$ cat config.mk
export PLATFORM = sky130hd
export DESIGN_NAME = shift_sequencer
export DESIGN_NICKNAME = d
export VERILOG_FILES = /design/src/rtl/shift_sequencer.sv
export SDC_FILE = /design/constraint.sdc
export NUM_CORES = 1
export LEC_CHECK = 0
export CAP_MARGIN = 30
export CORE_ASPECT_RATIO = 0.9
export CORE_UTILIZATION = 50
export CTS_CLUSTER_DIAMETER = 150
export DETAILED_ROUTE_END_ITERATION = 12
export PLACE_DENSITY = 0.9
export SLEW_MARGIN = 20
export SYNTH_ARGS = -nofsm -noshare
export SYNTH_HDL_FRONTEND = slang
export SYNTH_SLANG_ARGS = --single-unit
$ cat constraint.sdc
create_clock -name clk -period 2.8 [get_ports clk]
set_input_delay 0.42 -clock clk [delete_from_list [all_inputs] [get_ports clk]]
set_output_delay 0.42 -clock clk [all_outputs]
set_load 0.01 [all_outputs]
$ cat src/rtl/shift_sequencer.sv
// shift_sequencer: two-requester command front end for a shared
// universal shift register, sequencing shifts one bit per clock.
module shift_sequencer #(
  parameter int WIDTH = 4,
  parameter int AMT_W = $clog2(WIDTH + 1)
) (
  input  logic             clk,
  input  logic             rst,
  input  logic             vld0,
  input  logic             vld1,
  output logic             rdy0,
  output logic             rdy1,
  input  logic [1:0]       op0,
  input  logic [1:0]       op1,
  input  logic [AMT_W-1:0] amt0,
  input  logic [AMT_W-1:0] amt1,
  input  logic [WIDTH-1:0] data0,
  input  logic [WIDTH-1:0] data1,
  input  logic             sin0,
  input  logic             sin1,
  output logic [WIDTH-1:0] q,
  output logic             sout,
  output logic             busy,
  output logic             done,
  output logic             done_id
);

  typedef enum logic [1:0] {
    IDLE,
    EXEC,
    DONE
  } state_t;

  localparam logic [1:0] OP_HOLD = 2'd0;
  localparam logic [1:0] OP_SR   = 2'd1;
  localparam logic [1:0] OP_SL   = 2'd2;
  localparam logic [1:0] OP_LD   = 2'd3;

  localparam logic [AMT_W-1:0] AMT_MAX = AMT_W'(WIDTH);
  localparam logic [AMT_W-1:0] AMT_ONE = AMT_W'(1);

  state_t           state;
  state_t           state_nx;
  logic [1:0]       op_r;
  logic [AMT_W-1:0] cnt;
  logic [WIDTH-1:0] data_r;
  logic             sin_r;
  logic             owner;
  logic             last_grant;

  logic             gnt0;
  logic             gnt1;
  logic             take;
  logic             sel;
  logic [1:0]       op_s;
  logic [AMT_W-1:0] amt_s;
  logic [AMT_W-1:0] amt_c;
  logic [WIDTH-1:0] data_s;
  logic             sin_s;
  logic             is_shift;

  // Round-robin grant: on a tie, favour the requester not served last.
  always_comb begin
    gnt0 = 1'b0;
    gnt1 = 1'b0;
    if (vld0 && vld1) begin
      gnt0 = last_grant;
      gnt1 = !last_grant;
    end else begin
      gnt0 = vld0;
      gnt1 = vld1;
    end
  end

  assign take   = rst && (state == IDLE) && (vld0 || vld1);
  assign rdy0   = take && gnt0;
  assign rdy1   = take && gnt1;
  assign sel    = gnt1;
  assign op_s   = sel ? op1   : op0;
  assign amt_s  = sel ? amt1  : amt0;
  assign data_s = sel ? data1 : data0;
  assign sin_s  = sel ? sin1  : sin0;
  assign amt_c  = (amt_s > AMT_MAX) ? AMT_MAX : amt_s;

  assign is_shift = ((op_r == OP_SR) || (op_r == OP_SL))
                    && (cnt != '0);

  assign busy    = (state != IDLE);
  assign done    = (state == DONE);
  assign done_id = done && owner;

  // State register.
  always_ff @(posedge clk or negedge rst) begin
    if (!rst) state <= IDLE;
    else      state <= state_nx;
  end

  // Next state: stay in EXEC until the last pending shift.
  always_comb begin
    state_nx = state;
    unique case (state)
      IDLE: if (take) state_nx = EXEC;
      EXEC: begin
        if (!(is_shift && (cnt > AMT_ONE)))
          state_nx = DONE;
      end
      DONE: state_nx = IDLE;
      default: state_nx = IDLE;
    endcase
  end

  // Command capture, arbitration history and the shift datapath.
  always_ff @(posedge clk or negedge rst) begin
    if (!rst) begin
      q          <= '0;
      sout       <= 1'b0;
      cnt        <= '0;
      op_r       <= OP_HOLD;
      data_r     <= '0;
      sin_r      <= 1'b0;
      owner      <= 1'b0;
      last_grant <= 1'b1;
    end else if (take) begin
      op_r       <= op_s;
      cnt        <= amt_c;
      data_r     <= data_s;
      sin_r      <= sin_s;
      owner      <= sel;
      last_grant <= sel;
    end else if (state == EXEC) begin
      unique case (op_r)
        OP_LD: q <= data_r;
        OP_SR: begin
          if (is_shift) begin
            q    <= {sin_r, q[WIDTH-1:1]};
            sout <= q[0];
            cnt  <= cnt - AMT_ONE;
          end
        end
        OP_SL: begin
          if (is_shift) begin
            q    <= {q[WIDTH-2:0], sin_r};
            sout <= q[WIDTH-1];
            cnt  <= cnt - AMT_ONE;
          end
        end
        default: ;
      endcase
    end
  end

endmodule

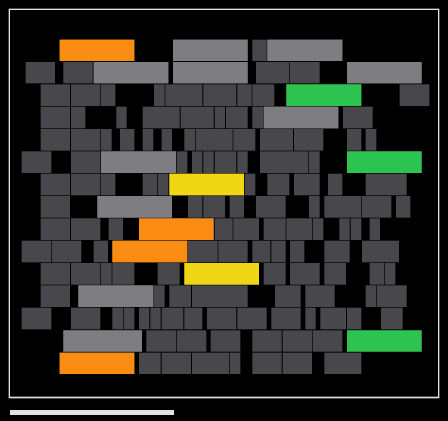
*Where the registers sit*
The bar under the picture is 20 um long. Other sequential cells in the stronger gray, the rest of the logic in the fainter gray.
Orange marks data_r, placed flops 4. Green marks cnt, placed flops 3. Yellow marks state, placed flops 2.

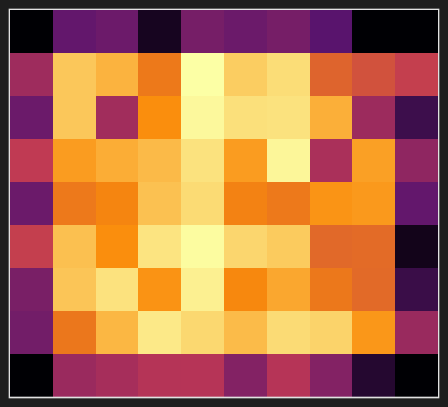
*Placement density heat map*
The die is cut into 10 by 9 equal tiles; black is low, pale yellow is high, 0 to 100% covered.
The densest ninth of the die: center. The mean over all tiles is 61%. The emptiest ninth of the die: north-east. The fullest tile reaches 100%.

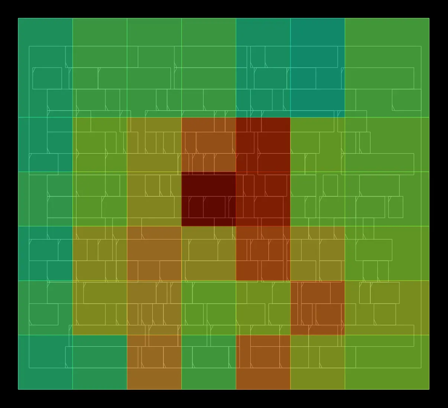
*Track usage over the die*
GR Util All Layers: 0.232
Core Util, Final: 0.750
Routed wire per std cell: 14.6 um

==> impl_metrics.tcl <==
# place-and-route summary
set metrics [dict create \
    seq_power_share 0.351 \
    fillers 154 \
    ant_nets 0 \
    crit_fanout 8 \
    cts_root_buf "clkbuf_4" \
    die_w_um 52.1 \
    powerSeq_mw 0.521 \
    status "completed" \
    drc_errors 0 \
    crit_start "vld1" \
    yosysWarnings 0 \
    cts_resized 0 \
    xor_share 0.00776 \
    routed_via_density 5.58 \
    vdd_ir_drop_max_v 0.000605 \
    fp_util 0.557 \
    slew_viol_final 0 \
    area_growth_syn_to_layout_pct 34.7 \
    overflow 0 \
    dieArea_um2 2450 \
    yosysCellCount 113 \
    holdBufCountCts 0 \
    ys_area_um2 1130 \
    grt_busiest_layer "met2" \
    critical_path_class "primary input to primary output" \
    worstPathArrival_ns 2.08 \
    vias 976 \
    synth_cells 113 \
    top_area_cell "dfrtp_1" \
    tool_warnings 30 \
    grt.met2_usage 0.456 \
    pin_count 34 \
    final-setup-viol-count 0 \
    reg2reg_from "op_r[0]$_DFFE_PN0P_" \
    ys_seq_share 0.422 \
    p_leak_nw 0.682 \
    power.share.switching 0.417 \
    holdPathStages 2 \
    instances_no_fill 175 \
    drive_gt1_frac 0.120 \
    diodes 0 \
    async_reset_ff_frac 1.00 \
]
==> critical path, stage by stage <==
cell	delay, ns
clkdlybuf4s50_1	0.50
a21boi_4	0.29
or2b_1	0.29
inv_1	0.06
clkdlybuf4s50_1	0.52
==> kinds of logic (layout without fill, tap and decap cells) <==
logic type / count (synthesis) / in the layout
mux: 13 / 13
buf+inv: 11 / 48
flops: 19 / 19
fa+ha+maj: 6 / 6
compound gates: 29 / 29
simple gates: 34 / 34
xor+xnor: 1 / 1
==> routing by layer <==
| metal | routed length, um | vias to the layer above |
|---|---|---|
| met5 | 0 | - |
| met4 | 52 | 0 |
| met3 | 94 | 6 |
| met2 | 1340 | 30 |
| met1 | 1060 | 471 |
| li1 | - | 469 |
==> state kept, by name (all words and copies together), names as in the netlist <==
name        cells
last_grant      1
state           2
owner           1
q               4
op_r            2
cnt             3
data_r          4
sout            1
sin_r           1
==> placed cells by master, fill, tap and decap left out, types with 2 or more instances in the layout <==
cell type	count
nand2_1	14
mux2i_1	9
clkdlybuf4s50_1	33
a21oi_1	7
nor3b_1	3
inv_1	7
a22oi_1	4
dfrtp_1	18
buf_4	4
clkbuf_4	3
nor2_1	9
a311oi_1	2
ha_1	6
o21ai_0	10
mux2_2	4
==> metrics by stage <==
stage / util / power, mW
detailed placement: 0.737 / 1.34
floorplan: - / 1.05
global route: 0.750 / 1.59
CTS: 0.750 / 1.48
finish: 0.750 / 1.49
global placement: 0.737 / 1.28
==> final cells by class <==
type / count / area (um2) / share of cell area
clock buffer: 4 / 26.3 / 0.0173
inverter: 7 / 26.3 / 0.0173
multi-input combinational: 83 / 599 / 0.394
sequential: 19 / 477 / 0.314
tap: 25 / 31.3 / 0.0206
timing repair buffer: 37 / 360 / 0.237
Power figures rest on the tool's default switching activity, not on a simulated workload.
